--- src/rtl/fcvt_int_wb.sv ---
// -----------------------------------------------------------------------------
// fcvt_int_wb
//
// Writeback stage behind the float-to-int converter. Each converter result is
// formatted for the integer register file and buffered in a 2-entry FIFO.
// Formatting happens in the enqueue cycle, so the FIFO holds final values and
// the output side is a plain register mux with no path from any in_* port.
// Formatting does two things:
//   - 32-bit results are sign-extended from bit 31 to XLEN. This includes
//     unsigned-word results, which RV64 also sign-extends.
//   - The 3 converter flags are mapped onto the 5 RISC-V fflags bits.
// A sticky accumulator ORs in the fflags of every dequeued entry. The CSR
// logic reads it and can clear it.
//
// Ports
//   clk, rst_n   clock (rising edge) and asynchronous active-low reset
//   in_valid     converter result present
//   in_ready     stage can accept; high whenever fewer than two entries held
//   in_out       converter integer result (INTW bits)
//   in_flags     converter flags {invalid, overflow, inexact}
//   in_word      1 = 32-bit conversion, result in in_out[31:0]
//   in_rd        destination register tag, passed through
//   out_valid    head entry valid
//   out_ready    consumer accepts the head entry
//   out_data     head entry data, XLEN bits
//   out_fflags   head entry fflags {NV,DZ,OF,UF,NX}
//   out_rd       head entry tag
//   acc_fflags   sticky OR of all dequeued fflags
//   acc_clear    clear the accumulator (a same-cycle dequeue is still kept)
// -----------------------------------------------------------------------------
module fcvt_int_wb #(
    parameter int XLEN = 64,
    parameter int INTW = 64
) (
    input  logic            clk,
    input  logic            rst_n,
    input  logic            in_valid,
    output logic            in_ready,
    input  logic [INTW-1:0] in_out,
    input  logic [2:0]      in_flags,
    input  logic            in_word,
    input  logic [4:0]      in_rd,
    output logic            out_valid,
    input  logic            out_ready,
    output logic [XLEN-1:0] out_data,
    output logic [4:0]      out_fflags,
    output logic [4:0]      out_rd,
    output logic [4:0]      acc_fflags,
    input  logic            acc_clear
);

    // Sign-extend a word result from bit 31. Full-width results pass through.
    // A loop is used instead of a replication so that XLEN = 32 stays legal.
    function automatic logic [XLEN-1:0] fmt_data(input logic [INTW-1:0] v,
                                                 input logic            word);
        logic [XLEN-1:0] r;
        r = v;
        if (word) begin
            for (int i = 32; i < XLEN; i++) begin
                r[i] = v[31];
            end
        end else begin
            r = v;
        end
        return r;
    endfunction

    // Map {invalid, overflow, inexact} to {NV,DZ,OF,UF,NX}.
    // An out-of-range conversion reports only NV: inexact is masked whenever
    // invalid or overflow is raised. DZ, OF and UF never arise from this
    // conversion.
    function automatic logic [4:0] fmt_flags(input logic [2:0] f);
        logic nv;
        logic nx;
        nv = f[2] | f[1];
        nx = f[0] & ~f[2] & ~f[1];
        return {nv, 1'b0, 1'b0, 1'b0, nx};
    endfunction

    logic [1:0]      count_r;
    logic            rd_ptr_r;
    logic            wr_ptr_r;
    logic [XLEN-1:0] data_r   [2];
    logic [4:0]      fflags_r [2];
    logic [4:0]      rd_r     [2];
    logic [4:0]      acc_r;

    logic            enq_s;
    logic            deq_s;
    logic [1:0]      count_nxt_s;
    logic [4:0]      deq_fflags_s;

    // Handshake flags depend only on registered count, so they are valid at
    // the start of the cycle.
    assign in_ready   = (count_r != 2'd2);
    assign out_valid  = (count_r != 2'd0);
    assign out_data   = data_r[rd_ptr_r];
    assign out_fflags = fflags_r[rd_ptr_r];
    assign out_rd     = rd_r[rd_ptr_r];
    assign acc_fflags = acc_r;

    // Transfer decode and next occupancy.
    always_comb begin
        enq_s        = in_valid & in_ready;
        deq_s        = out_valid & out_ready;
        count_nxt_s  = count_r;
        deq_fflags_s = 5'b00000;
        case ({enq_s, deq_s})
            2'b10:   count_nxt_s = count_r + 2'd1;
            2'b01:   count_nxt_s = count_r - 2'd1;
            default: count_nxt_s = count_r;
        endcase
        if (deq_s) begin
            deq_fflags_s = fflags_r[rd_ptr_r];
        end else begin
            deq_fflags_s = 5'b00000;
        end
    end

    // Occupancy counter and read/write pointers. One-bit pointers wrap
    // naturally.
    always_ff @(posedge clk or negedge rst_n) begin
        if (!rst_n) begin
            count_r  <= 2'd0;
            rd_ptr_r <= 1'b0;
            wr_ptr_r <= 1'b0;
        end else begin
            count_r <= count_nxt_s;
            if (enq_s) begin
                wr_ptr_r <= ~wr_ptr_r;
            end else begin
                wr_ptr_r <= wr_ptr_r;
            end
            if (deq_s) begin
                rd_ptr_r <= ~rd_ptr_r;
            end else begin
                rd_ptr_r <= rd_ptr_r;
            end
        end
    end

    // Entry storage. Formatted values are written at the write pointer.
    always_ff @(posedge clk or negedge rst_n) begin
        if (!rst_n) begin
            for (int i = 0; i < 2; i++) begin
                data_r[i]   <= '0;
                fflags_r[i] <= 5'b00000;
                rd_r[i]     <= 5'd0;
            end
        end else if (enq_s) begin
            data_r[wr_ptr_r]   <= fmt_data(in_out, in_word);
            fflags_r[wr_ptr_r] <= fmt_flags(in_flags);
            rd_r[wr_ptr_r]     <= in_rd;
        end else begin
            for (int i = 0; i < 2; i++) begin
                data_r[i]   <= data_r[i];
                fflags_r[i] <= fflags_r[i];
                rd_r[i]     <= rd_r[i];
            end
        end
    end

    // Sticky fflags accumulator. A clear wins over the old value but still
    // keeps the flags of the entry leaving in the same cycle.
    always_ff @(posedge clk or negedge rst_n) begin
        if (!rst_n) begin
            acc_r <= 5'b00000;
        end else if (acc_clear) begin
            acc_r <= deq_fflags_s;
        end else begin
            acc_r <= acc_r | deq_fflags_s;
        end
    end

endmodule

--- config.mk ---
export PLATFORM = sky130hd
export DESIGN_NAME = fcvt_int_wb
export DESIGN_NICKNAME = d
export VERILOG_FILES = /design/src/rtl/fcvt_int_wb.sv
export SDC_FILE = /design/constraint.sdc
export NUM_CORES = 1
export LEC_CHECK = 0
export CAP_MARGIN = 20
export CORE_ASPECT_RATIO = 0.7
export CORE_MARGIN = 10
export CORE_UTILIZATION = 56
export DETAILED_ROUTE_END_ITERATION = 12
export PLACE_DENSITY_LB_ADDON = 0.25
export SKIP_LAST_GASP = 1
export SLEW_MARGIN = 20
export SYNTH_ARGS = -nofsm -noshare
export SYNTH_HDL_FRONTEND = slang
export SYNTH_SLANG_ARGS = --single-unit
--- constraint.sdc ---
create_clock -name clk -period 4 [get_ports clk]
set_input_delay 0.6 -clock clk [delete_from_list [all_inputs] [get_ports clk]]
set_output_delay 0.6 -clock clk [all_outputs]
set_load 0.05 [all_outputs]
Fig. 1: run 1, I/O nets highlighted
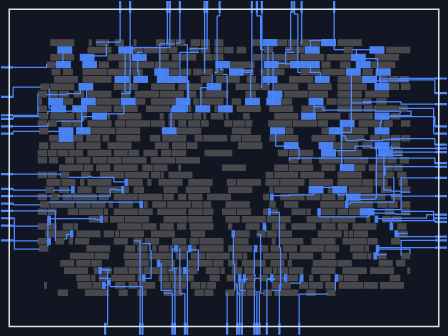
[blue] in_out | bits: 64 | direction: input | edge: 18 right, 17 bottom, 15 top, 14 left | end cells: 97 | buffers: 64 | wire: 2450 um
Buffers on Ports: 152
I/O pin count: 159

Fig. 2: run 1, cell placement
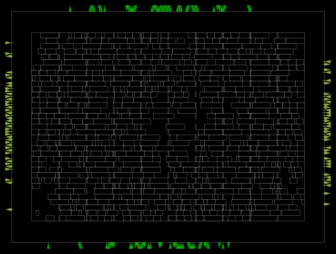
count of non-filler cells in the finished layout: 810
tap cell instance count: 166

==> run notes, run 1 <==
Figures from the flow reports.

Outcome:
- The run finished with clean final reports.

Yosys:
- Per the synth stats, the flop cell with the highest instance count is sky130_fd_sc_hd__dfrtp_1.
- The run puts the simple-gate area share of the yosys netlist at 0.868%.
- Looking at area per cell type in the netlist, the leader is sky130_fd_sc_hd__dfrtp_1.
- The run puts the XOR/XNOR share of the synthesized area at 0.584%.
- The run gives the flop and latch count out of synthesis as 148.
- The run gives the number of distinct library cells after synthesis as 20.
- The run gives the post-synthesis adder-cell area fraction as 0.167%.
- Ranked by total cell area, the synthesized netlist is headed by sky130_fd_sc_hd__dfrtp_1 49%, sky130_fd_sc_hd__mux2_4 28%, sky130_fd_sc_hd__mux2_2 11%.
- The run puts the multiplexer area fraction after synthesis at 39.0%.
- The run gives the combinational family with the most area after synthesis as multiplexers.

Detailed routing:
- The run gives the met3 routed wirelength as 1.12 mm.
- The run gives the antenna violation net count after detailed routing as 0.
- The run puts the aggregate routed wire length at 17.0 mm.
- The run gives the routed length on met1 as 7.86 mm.
- The run puts the average routed wire per standard cell at 21.0 um.
- The run puts the total DRC errors in the routed layout at 0.
- The run gives the routed via count divided by cell count as 5.20.

Final timing:
- The run gives the ratio of final minimum period to clock period as 80.5%.
- The run gives the number of pins with negative max-slew slack in the final report as 0.
- The run puts the final setup skew at 0.00803 ns.
- The run puts the achievable clock frequency at 310 MHz.

Clocking:
- The run puts the number of CTS-inserted buffers at 17.
- The run puts the maximum buffer depth of the clock tree at 2.
- The H-tree generated during clock tree synthesis spans 4 levels.
- The run puts the hold-fix buffer count after cts at 0.

Final layout:
- The run gives the multi-input gate share of total cell area as 34.1%.
- The run gives the number of diodes added for antenna fixing as 0.
- In the layout the commonest cells are 151 x sky130_fd_sc_hd__clkdlybuf4s50_1, 147 x sky130_fd_sc_hd__dfrtp_1, 140 x sky130_fd_sc_hd__mux2_4, 73 x sky130_fd_sc_hd__mux2_2, 35 x sky130_fd_sc_hd__inv_1.
- The run gives the number of clock-tree buffers in the layout as 18.
- The run puts the non-clock buffer instance count of the final layout at 161.
- Of all the cell area in the finished design, the clock network holds 6.43%.
- The run puts the number of non-clock inverters in the layout at 35.
- The run puts the proportion of layout cells with a drive suffix above 1 at 40.2%.

Global routing:
- For this run, the total global-route usage over all layers was measured as 18.9%.
- Entering global routing, the biggest net connects 104 pins.
- The run gives the most heavily used metal layer in global routing as met2.

Worst setup path:
- STA classifies the critical path startpoint as a register.
- The slowest stage of the critical path is the sky130_fd_sc_hd__dfrtp_4 cell.
- The run puts the peak fanout along the critical path at 38.

Worst hold path:
- The type recorded for the worst min-delay path is in -> async.

Placed design:
- The run puts the global placement routability congestion at 0.775.
- According to the dpl log, the detail-placed design has an HPWL of 11.3 mm.
- The run gives the number of placed cells counting well taps as 779.

Die:
- The run gives the area inside the core boundary as 13100 sq um.
- The run gives the horizontal die dimension as 158 um.
Fig. 3: run 1, the metal 3 layer
The bar under the picture is 50 um long.
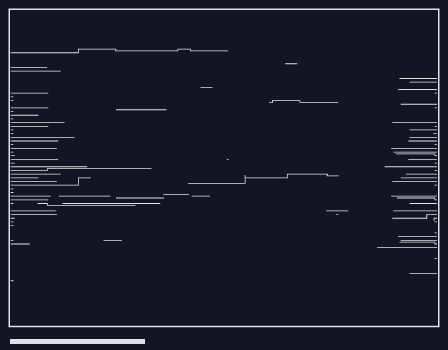
share of all routed wire: 6.6%
main direction: horizontal
wire length on this layer: 1120 um

-- run 1: worst paths after layout --
| check | endpoint | cells past startpoint |
|---|---|---|
| min in group clk | data_r[22] | 1 |
| worst max-delay path | out_data[32] | 3 |
| worst min-delay path | data_r[118] | 1 |
| max in group asynchronous | data_r[36] | 2 |
| worst max register to register | data_r[63] | 4 |
| worst min register to register | data_r[22] | 1 |
-- run 1: cells by family after synthesis --
kind of cell / Yosys count
flip-flops: 148
AND/OR/NAND/NOR: 9
buffers and inverters: 71
XOR/XNOR: 5
multiplexers: 213
other: 1
adder cells (fa/ha/maj): 1
AND-OR/OR-AND: 35
-- run 1: flip-flops by register name, indices dropped and copies added, names as in the netlist --
signal      cells
wr_ptr_r        1
rd_ptr_r        1
rd_r           10
fflags_r        4
data_r        128
acc_fflags      2
count_r         2
Fig. 4: run 1, cell classes on the final placement
Fill, decap, tap and diode cells in grey.
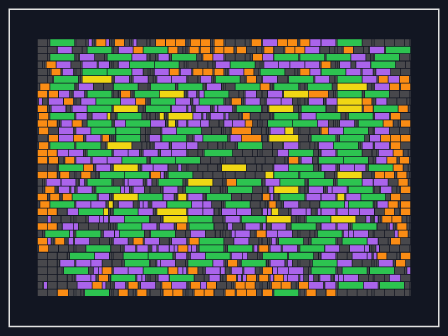

==> run 2: changes to the inputs <==
CORE_UTILIZATION = 52   (was 56)
clock period = 3.1 ns   (was 4 ns; I/O delays follow)
Fig. 5: run 2, cell classes on the final placement
Fill, decap, tap and diode cells in grey.
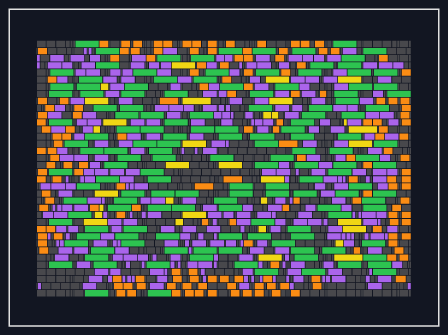
[purple] all other logic | cells: 304 | share of their area: 36%
[yellow] clock drivers and dummy loads | cells: 32 | share of their area: 6.5%
[orange] other buffers and delay cells | cells: 164 | share of their area: 18%
[green] flops | cells: 148 | share of their area: 40%
area inside the core boundary: 14000 sq um
number of placement rows: 36
Final Core Density: 68.5%

Fig. 6: run 2, the metal 3 layer
The bar under the picture is 50 um long.
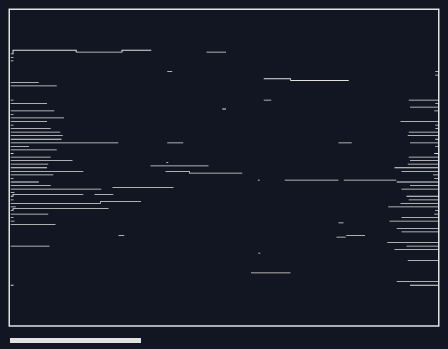
main direction: horizontal
share of all routed wire: 7.0%
wire length on this layer: 1210 um
total wire length: 17.3 mm
via total after detailed routing: 4301

==> run 2 against run 1 <==
Effect of this change: worst hold slack got worse by 0.18 ns; sequential share of layout area decreased by 0.26 points; non-clock buffer count increased by 3; critical endpoint is now out_data[33].
==> run notes, run 2 <==
Figures from the flow reports.

Placed design:
- For this run the detailed placement stage logged an HPWL of 11.5 mm.
- The buffer_ports step reported a buffer count of 152.

Final timing:
- The run puts the number of pins with negative max-slew slack in the final report at 0.
- Based on the critical path, the design can be clocked at up to 352 MHz.
- The run puts the ratio of final minimum period to clock period at 91.5%.

Final layout:
- Per the cell usage report, the commonest logic cells after layout are 151 x sky130_fd_sc_hd__clkdlybuf4s50_1, 147 x sky130_fd_sc_hd__dfrtp_1, 140 x sky130_fd_sc_hd__mux2_4, 73 x sky130_fd_sc_hd__mux2_2, 35 x sky130_fd_sc_hd__inv_1.
- The run puts the proportion of layout cells with a drive suffix above 1 at 40.6%.
- The run gives the number of diodes added for antenna fixing as 0.
- The register with the most flip-flops in the final layout is data_r.
- The run puts the non-clock buffer instance count of the final layout at 164.
- The run gives the multi-input gate share of total cell area as 33.9%.

Detailed routing:
- The routed layout reports a DRC error count of 0.
- TritonRoute output was used to compute an average wire per cell of 20.7 um.
- The run gives the routed via count divided by cell count as 5.13.

Worst setup path:
- The capture point of the worst register-to-register path is recorded as data_r[24].
- The most critical setup path has its endpoint at out_data[33].
- The run puts the peak fanout along the critical path at 35.
- The run gives the length in cells of the worst reg-to-reg path as 4.

Clocking:
- Buffers inserted during clock tree synthesis total 17.
- Buffers inserted to repair hold after CTS numbered 0.

Yosys:
- The run gives the simple-gate area share of the yosys netlist as 0.868%.
- Summing the areas of all xor and xnor instances in the mapped netlist gives 0.584% of the synthesized area.
- Among the non-sequential cells, multiplexers take the most area.
- The run puts the flop and latch count out of synthesis at 148.

Global routing:
- The run gives the global-route usage over all layers as 18.0%.
- The global routing stage identified its most utilized layer as met2.

Outcome:
- The run finished with clean final reports.

Worst hold path:
- Note that the worst hold path type here is in -> async.
Fig. 7: run 2, cell placement
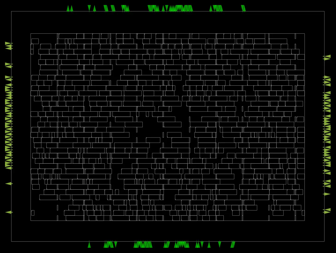
flop share of the area: 38.6%
sequential cells: 148
layout filler cell count: 1019
count of non-filler cells in the finished layout: 838
tap cell instance count: 190

[run 2: worst max-delay path: stages, from the launching register on]
cell and delay, ns:
sky130_fd_sc_hd__dfrtp_2 0.35, sky130_fd_sc_hd__buf_4 0.43, sky130_fd_sc_hd__mux2_2 0.40, sky130_fd_sc_hd__clkdlybuf4s50_1 0.74
[run 2: cell families (layout without fill, tap and decap cells)]
logic type | after synthesis | after routing
mux | 213 | 213
fa+ha+maj | 1 | 1
other cells | 1 | 6
compound gates | 35 | 35
flops | 148 | 148
buf+inv | 71 | 231
simple gates | 9 | 9
xor+xnor | 5 | 5
[run 2: routing by layer]
metal,share of wire [%],wire length [um],vias to the layer above
met4,1.3,223,0
met2,46,7940,115
met3,7.0,1210,15
met1,46,7930,2212
li1,-,-,1959
met5,0,0,-
==> run 3: changes to the inputs <==
HOLD_SLACK_MARGIN = 0.05   (was default)
Fig. 8: run 3, cell placement
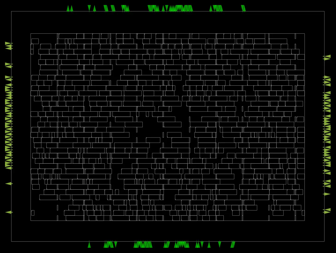

Fig. 9: run 3, the metal 3 layer
The bar under the picture is 50 um long.
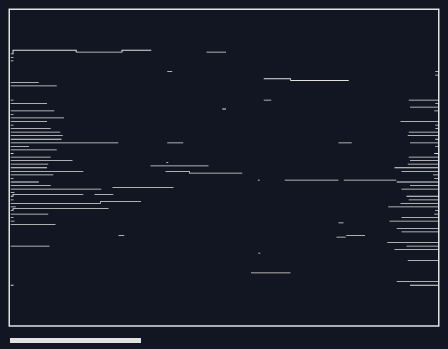
wire length on this layer: 1210 um
share of all routed wire: 7.0%
longest straight run: 40.7 um
nets with wire on the layer: 90
GR met3 Demand/Resource: 6.24%

==> run 3 against run 2 <==
Effect of this change: critical path depth unchanged; clock skew is the same; via count is the same; sequential cell count is the same; sequential share of layout area unchanged; largest cell class unchanged.
==> run notes, run 3 <==
Figures from the flow reports.

Outcome:
- The run finished with clean final reports.

Final layout:
- Leaving out fill and tap cells, the most frequent cells in the layout are 151 x sky130_fd_sc_hd__clkdlybuf4s50_1, 147 x sky130_fd_sc_hd__dfrtp_1, 140 x sky130_fd_sc_hd__mux2_4, 73 x sky130_fd_sc_hd__mux2_2, 35 x sky130_fd_sc_hd__inv_1.
- The layout summary lists the proportion of cells stronger than drive strength 1 as 40.6%.
- The run puts the number of diodes added for antenna fixing at 0.
- The largest registers in the layout are data_r (128), rd_r (10), fflags_r (4).
- The run gives the total of fill cells in the finished design as 1019.
- Measured on the finished design, the core utilization comes to 68.5%.
- The register with the most flip-flops in the layout has 128 of them.

Final timing:
- The run puts the number of pins with negative max-slew slack in the final report at 0.
- For this run, the top clock speed supported by timing is 352 MHz.

Yosys:
- Synthesis inferred 148 register bits.
- The run puts the simple-gate area share of the yosys netlist at 0.868%.
- The run gives the cell taking the most area after synthesis as sky130_fd_sc_hd__dfrtp_1.
- The run gives the main flop type as sky130_fd_sc_hd__dfrtp_1.
- The run puts the XOR/XNOR share of the synthesized area at 0.584%.
- By area the synthesized netlist is led by sky130_fd_sc_hd__dfrtp_1 49%, sky130_fd_sc_hd__mux2_4 28%, sky130_fd_sc_hd__mux2_2 11%.
- After Yosys synthesis, full adders, half adders and majority gates account for 0.167% of the synthesized area.

Global routing:
- Entering global routing, the biggest net connects 81 pins.

Worst setup path:
- The run gives the cell count along the critical path as 3.
- The run puts the count of buffer and inverter cells on the critical path at 2.
- STA classifies the critical path startpoint as a register.
- The run gives the capture instance of the worst register-to-register path as data_r[24].
- The run gives the delay contributed by the slowest stage of the critical path as 0.74 ns.
- The signal on the critical path passes through buf_4 -> mux2_2 -> clkdlybuf4s50_1.

Detailed routing:
- The run puts the total vias in the final route at 4301.
- For this run, design rule violations remaining after detail routing come to 0.
- The run gives the routed via count divided by cell count as 5.13.
- Signal routing reaches up to met4.
- The run puts the average routed wire per standard cell at 20.7 um.
- The run gives the routed length on met1 as 7.93 mm.
- The run gives the aggregate routed wire length as 17.3 mm.
- The run puts the antenna violation net count after detailed routing at 0.

Die:
- The run gives the horizontal die dimension as 163 um.
- In this run the standard cell core region covers 14000 sq um.

Placed design:
- The HPWL after detailed placement is 11.5 mm.
- The run gives the number of placed cells counting well taps as 806.
- After its last routability iteration, the placer logged a weighted congestion of 0.774.

Clocking:
- Clock tree synthesis inserted a total of 17 buffers.
- Counting along the longest clock path gives a buffer depth of 2.
- The run gives the hold-fix buffer count after cts as 0.
- The run puts the number of H-tree branching levels at 4.
Fig. 10: run 3, metal 2
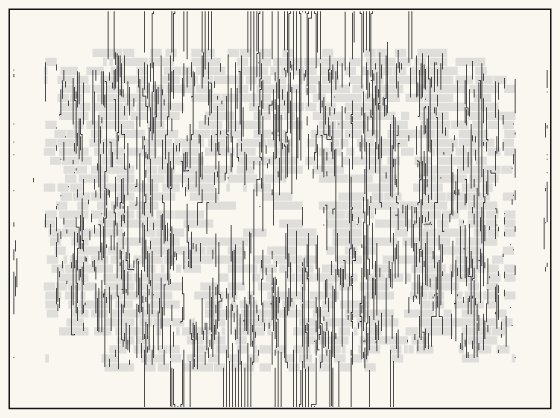
share of all routed wire: 46%
main direction: vertical

run 3: cell counts after synthesis:
Identical to the previous run, type by type.
run 3: layer usage:
metal,vias to the layer above,global-route usage [%]
met5,-,0
met3,15,6.24
li1,1959,-
met2,115,27.5
met1,2212,23.3
met4,0,6.24
run 3: layout make-up:
class / instances / area, sq um / share of cell area [%]
flip-flops and latches: 148 / 3700 / 38.6
multi-input cells: 269 / 3250 / 33.9
repair buffers: 164 / 1660 / 17.3
clock buffers: 18 / 429 / 4.47
well taps: 190 / 238 / 2.48
clock inverters: 14 / 179 / 1.86
inverters: 35 / 131 / 1.37
